==> run_1/registers.png <==
Other sequential cells in the stronger gray, the rest of the logic in the fainter gray.
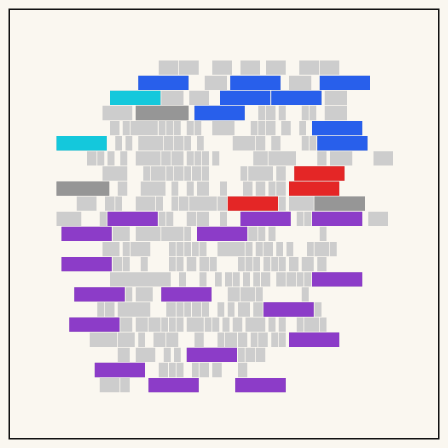
==> run_1/final_clocks.png <==
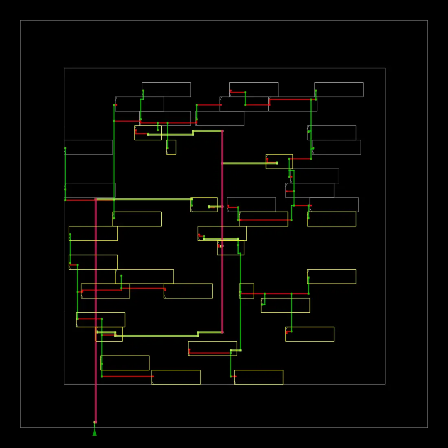
==> run_1/gate_families.png <==
The bar under the picture is 20 um long.
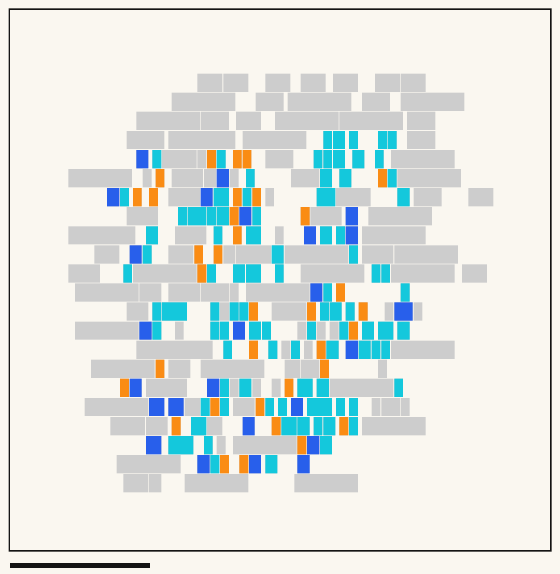
<file path="src/rtl/uart_send.sv">
// uart_send: UART transmitter, 8N1 frames, bit period of CLK_FREQ/UART_BPS sys_clk cycles.
// Define UART_TX_PARITY_EN to insert a parity bit (8E1/8O1 selected by PARITY_ODD).
module uart_send #(
    parameter int CLK_FREQ   = 65000000,
    parameter int UART_BPS   = 115200,
    parameter int PARITY_ODD = 0
) (
    input  logic       sys_clk,
    input  logic       sys_rst_n,
    input  logic       tx_en,
    input  logic [7:0] tx_data,
    output logic       tx_ready,
    output logic       tx_done,
    output logic       uart_txd
);

    localparam int          BPS_CNT  = CLK_FREQ / UART_BPS;
    localparam logic [15:0] BPS_LAST = 16'(BPS_CNT - 1);

    typedef enum logic [2:0] {
        ST_IDLE,
        ST_START,
        ST_DATA,
`ifdef UART_TX_PARITY_EN
        ST_PARITY,
`endif
        ST_STOP
    } state_t;

    // PARITY_ODD is meaningful only when the parity bit is built in.
    if (PARITY_ODD != 0 && PARITY_ODD != 1) begin : g_parity_odd_out_of_range
    end

`ifdef UART_TX_PARITY_EN
    localparam logic PAR_SENSE = (PARITY_ODD != 0);
`endif

    state_t      state_q, state_d;
    logic [15:0] clk_cnt_q, clk_cnt_d;
    logic [2:0]  bit_idx_q, bit_idx_d;
    logic [7:0]  shift_q, shift_d;
    logic        txd_q, txd_d;
    logic        ready_q, ready_d;
    logic        done_q, done_d;
    logic        bit_end;

    assign bit_end = (clk_cnt_q == BPS_LAST);

    always_comb begin
        state_d   = state_q;
        clk_cnt_d = clk_cnt_q;
        bit_idx_d = bit_idx_q;
        shift_d   = shift_q;
        txd_d     = txd_q;
        ready_d   = ready_q;
        done_d    = 1'b0;

        if (state_q != ST_IDLE) begin
            clk_cnt_d = bit_end ? 16'd0 : clk_cnt_q + 16'd1;
        end

        unique case (state_q)
            ST_IDLE: begin
                if (tx_en && ready_q) begin
                    shift_d   = tx_data;
                    state_d   = ST_START;
                    txd_d     = 1'b0;
                    ready_d   = 1'b0;
                    clk_cnt_d = 16'd0;
                end
            end
            ST_START: begin
                if (bit_end) begin
                    state_d   = ST_DATA;
                    bit_idx_d = 3'd0;
                    txd_d     = shift_q[0];
                end
            end
            ST_DATA: begin
                if (bit_end) begin
                    if (bit_idx_q == 3'd7) begin
`ifdef UART_TX_PARITY_EN
                        state_d = ST_PARITY;
                        txd_d   = (^shift_q) ^ PAR_SENSE;
`else
                        state_d = ST_STOP;
                        txd_d   = 1'b1;
`endif
                    end else begin
                        bit_idx_d = bit_idx_q + 3'd1;
                        txd_d     = shift_q[bit_idx_q + 3'd1];
                    end
                end
            end
`ifdef UART_TX_PARITY_EN
            ST_PARITY: begin
                if (bit_end) begin
                    state_d = ST_STOP;
                    txd_d   = 1'b1;
                end
            end
`endif
            ST_STOP: begin
                if (bit_end) begin
                    state_d = ST_IDLE;
                    txd_d   = 1'b1;
                    ready_d = 1'b1;
                    done_d  = 1'b1;
                end
            end
            default: begin
                state_d = ST_IDLE;
                txd_d   = 1'b1;
                ready_d = 1'b1;
            end
        endcase
    end

    always_ff @(posedge sys_clk or negedge sys_rst_n) begin
        if (!sys_rst_n) begin
            state_q   <= ST_IDLE;
            clk_cnt_q <= 16'd0;
            bit_idx_q <= 3'd0;
            shift_q   <= 8'd0;
            txd_q     <= 1'b1;
            ready_q   <= 1'b1;
            done_q    <= 1'b0;
        end else begin
            state_q   <= state_d;
            clk_cnt_q <= clk_cnt_d;
            bit_idx_q <= bit_idx_d;
            shift_q   <= shift_d;
            txd_q     <= txd_d;
            ready_q   <= ready_d;
            done_q    <= done_d;
        end
    end

    assign uart_txd = txd_q;
    assign tx_ready = ready_q;
    assign tx_done  = done_q;

endmodule

</file>
<file path="config.mk">
export PLATFORM = sky130hd
export DESIGN_NAME = uart_send
export DESIGN_NICKNAME = d
export VERILOG_FILES = /design/src/rtl/uart_send.sv
export SDC_FILE = /design/constraint.sdc
export NUM_CORES = 1
export LEC_CHECK = 0
export ABC_AREA = 1
export CORE_MARGIN = 8
export CORE_UTILIZATION = 50
export CTS_CLUSTER_DIAMETER = 30
export DETAILED_ROUTE_END_ITERATION = 6
export GPL_TIMING_DRIVEN = 0
export PLACE_DENSITY = 0.77
export RECOVER_POWER = 50
export SLEW_MARGIN = 20
export SYNTH_ARGS = -nofsm -noshare
export SYNTH_HDL_FRONTEND = slang
export SYNTH_SLANG_ARGS = --single-unit
export TNS_END_PERCENT = 50
</file>
<file path="constraint.sdc">
create_clock -name sys_clk -period 2.06 [get_ports sys_clk]
set_clock_uncertainty 0.1 [all_clocks]
set_input_delay 0.309 -clock sys_clk [delete_from_list [all_inputs] [get_ports sys_clk]]
set_output_delay 0.309 -clock sys_clk [all_outputs]
set_load 0.05 [all_outputs]
</file>
==> results.txt, run 1 <==
flow finished, numbers: Min-Delay Path Class reg -> reg, yosys xor share 2.35%, setup tns final 0 ns, crit path kind reg -> out, num rows 22, max reg flops 16, final number of hold-violating endpoints 0, fraction of area in registers 37.0%, GRT Total Usage between 10% and 20%, async set-or-reset flop fraction in the synthesized netlist 100%, Setup WS post-layout roughly 0.038 ns, Non-clk bufs 15, period utilisation layout between 90 and 100%, mux share around 4.8%, P_sw between 0.0002 and 0.0003 W, r2r setup slk around 0.23 ns, most used routing layer met2, post-synthesis cell area about 1900 um2, Dominant cell area share about two fifths, comb_multi_in ~170, Cell Count, Final, Fillers Out slightly above 300, most numerous logic cells after layout 56 x nand2_1, 30 x dfrtp_1, 29 x inv_1, Pwr Density approximately 580 nW/um2, FFs & Latches 32, Total Power between 0.001 and 0.0015 W, Initial Utilization 51.2%, synthesized area per cell 7.99 um2, Hold WS 0.406 ns, Top logic family simple AND/OR/NAND/NOR gates, status finished clean, fin. max-slew vios 0, slew margin rel. 48.4%, Flop area between 800 and 900 um2, GPL Wtd Cong 0.885, Reg power frac between 40% and 50%, clk root buf clkbuf_8, Non-clock buffer share under 10%, CORE AREA approximately 3600 um2, Worst path slowest cell clkdlybuf4s50_1, Post-Route Utilization about three fifths, standby leakage power around 1.0 nW, pre-CTS WS between 0.15 and 0.2 ns, met2 GRT Util approximately 22%, Largest Register clk_cnt_q, post-route ant nets 0
Back to the opening pictures, registers.png:
| name in the netlist | color | flops |
|---|---|---|
| state_q | cyan | 2 |
| clk_cnt_q | purple | 16 |
| shift_q | blue | 8 |
| bit_idx_q | red | 3 |

Back to the opening pictures, final_clocks.png:
number of clock buffers in the layout: 5
Sink Count: 32
total CTS buffers: 5
Clock net power: 0.000604 W

Back to the opening pictures, gate_families.png:
| family | color | cells | most used |
|---|---|---|---|
| inverters | orange | 34 | inv_1 |
| NAND gates | cyan | 91 | nand2_1 |
| inverting AOI/OAI gates | blue | 25 | o21ai_0 |

## Run 2: what changed since run 1
--- a/config.mk
+++ b/config.mk
@@ -6,15 +6,16 @@
 export NUM_CORES = 1
 export LEC_CHECK = 0
 export ABC_AREA = 1
+export CELL_PAD_IN_SITES_DETAIL_PLACEMENT = 1
+export CELL_PAD_IN_SITES_GLOBAL_PLACEMENT = 1
 export CORE_MARGIN = 8
-export CORE_UTILIZATION = 50
+export CORE_UTILIZATION = 43
 export CTS_CLUSTER_DIAMETER = 30
 export DETAILED_ROUTE_END_ITERATION = 6
 export GPL_TIMING_DRIVEN = 0
-export PLACE_DENSITY = 0.77
+export PLACE_DENSITY = 0.85
 export RECOVER_POWER = 50
 export SLEW_MARGIN = 20
 export SYNTH_ARGS = -nofsm -noshare
 export SYNTH_HDL_FRONTEND = slang
 export SYNTH_SLANG_ARGS = --single-unit
-export TNS_END_PERCENT = 50
==> constraint.sdc (replaced) <==
create_clock -name sys_clk -period 2.06 [get_ports sys_clk]
set_clock_uncertainty 0.1 [all_clocks]
set_input_delay 0.309 -clock sys_clk [delete_from_list [all_inputs] [get_ports sys_clk]]
set_output_delay 0.309 -clock sys_clk [all_outputs]
set_load 0.005 [all_outputs]
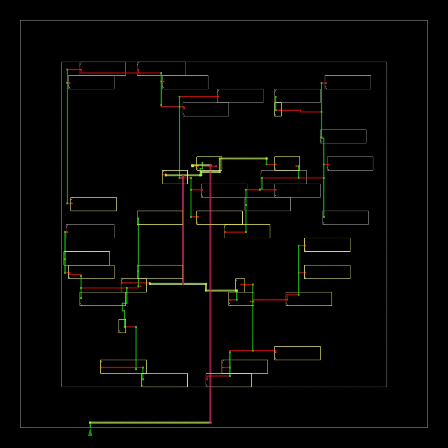
(run_2/final_clocks.png)
FFs & Latches: 32
Skew-Pair Late Insertion Delay: 0.28 ns
Clock net power: 0.000463 W

==> results.txt, run 2 <==
flow finished, numbers: status finished clean, slew margin rel. 56.3% (+7.8 points), post-synthesis cell area 1860 um2 (unchanged), most numerous logic cells after layout 56 x nand2_1, 30 x dfrtp_1, 29 x inv_1, final net count between 200 and 300, fraction of area in registers 37.2% (+0.28 points), synthesized area per cell 7.99 um2 (unchanged), Worst VDD drop slightly below 0.4 mV, largest net degree at the start of global routing 22, vias in the first global route ~1600, setup tns final 0 ns (unchanged), Largest Register clk_cnt_q, Pwr Density 521 nW/um2 (-10%), YS chip area around 1900 um2, most used routing layer met2, met2 GRT Util 25.9% (+3.6 points), Non-clk bufs 17 (+2), Worst path slowest cell dfrtp_1, r2r setup slk 0.28 ns (+0.05 ns), CP Launch Point state_q[0], comb_multi_in 166 (unchanged), Reg power frac 56.0% (+6.3 points), clk root buf clkbuf_8, Flop area 803 um2 (unchanged), pre-CTS WS 0.0462 ns (-0.120 ns), WL met2 between 2000 and 2500 um, Setup WS post-layout 0.282 ns (+0.245 ns), ys cells 233, Hold WS 0.400 ns (-0.00639 ns), number of clock buffers in the layout 7 (+2), Dominant cell area share 40.3% (unchanged), Min-Delay Path Class reg -> reg, Initial Utilization 43.7% (-7.6 points), crit path kind reg -> reg, Post-CTS Resized 0, met3 Track Usage GR ~3.6%, clock network area share under 10%, final number of hold-violating endpoints 0 (unchanged), initial antenna violation count 0, Total Power 0.00112 W (-11%), fin. max-slew vios 0 (unchanged), H-tree levels 2, Post-Route Utilization 50.6% (-9.2 points), max reg flops 16 (unchanged), Sink Count 32 (unchanged), WL met3 slightly above 100 um, GPL Wtd Cong 0.807 (-8.8%), Worst Setup EP tx_ready, GRT Total Usage 15.0% (+1.1 points), Top logic family simple AND/OR/NAND/NOR gates, Cell Count, Final, Fillers Out 309 (+2.0%), total CTS buffers 5 (unchanged), period utilisation layout 86.3% (-12 points), yosys xor share 2.35% (unchanged), standby leakage power 1.02 nW (-2.4%), num rows 24 (+9.1%), async set-or-reset flop fraction in the synthesized netlist 100% (unchanged), mux share 4.84% (unchanged), worst path cell trace inv_1 > ha_2 > inv_2 > nor2_4 > inv_2 > buf_2 > nand3_1 > o21ai_0, global route total overflow 0, post-route ant nets 0 (unchanged), yosys aoi share under 10%, CORE AREA 4260 um2 (+17%), Startpoint Class register, DR vias/cell about 5.0, Highest Signal Layer met4, clock share of power between 40% and 50%, largest registers clk_cnt_q (16), shift_q (8), bit_idx_q (3), area grow syn2layout 15.9%, top cell category multi-input combinational cells, P_sw 0.000241 W (-7.6%), initial DRC count 62, via count between 1500 and 2000, Largest Pwr Group sequential cells, CP delay by family, top buffers and inverters, Non-clock buffer share 7.02% (+0.46 points)
No activity file was given, so power comes from the tool's default toggle rates.
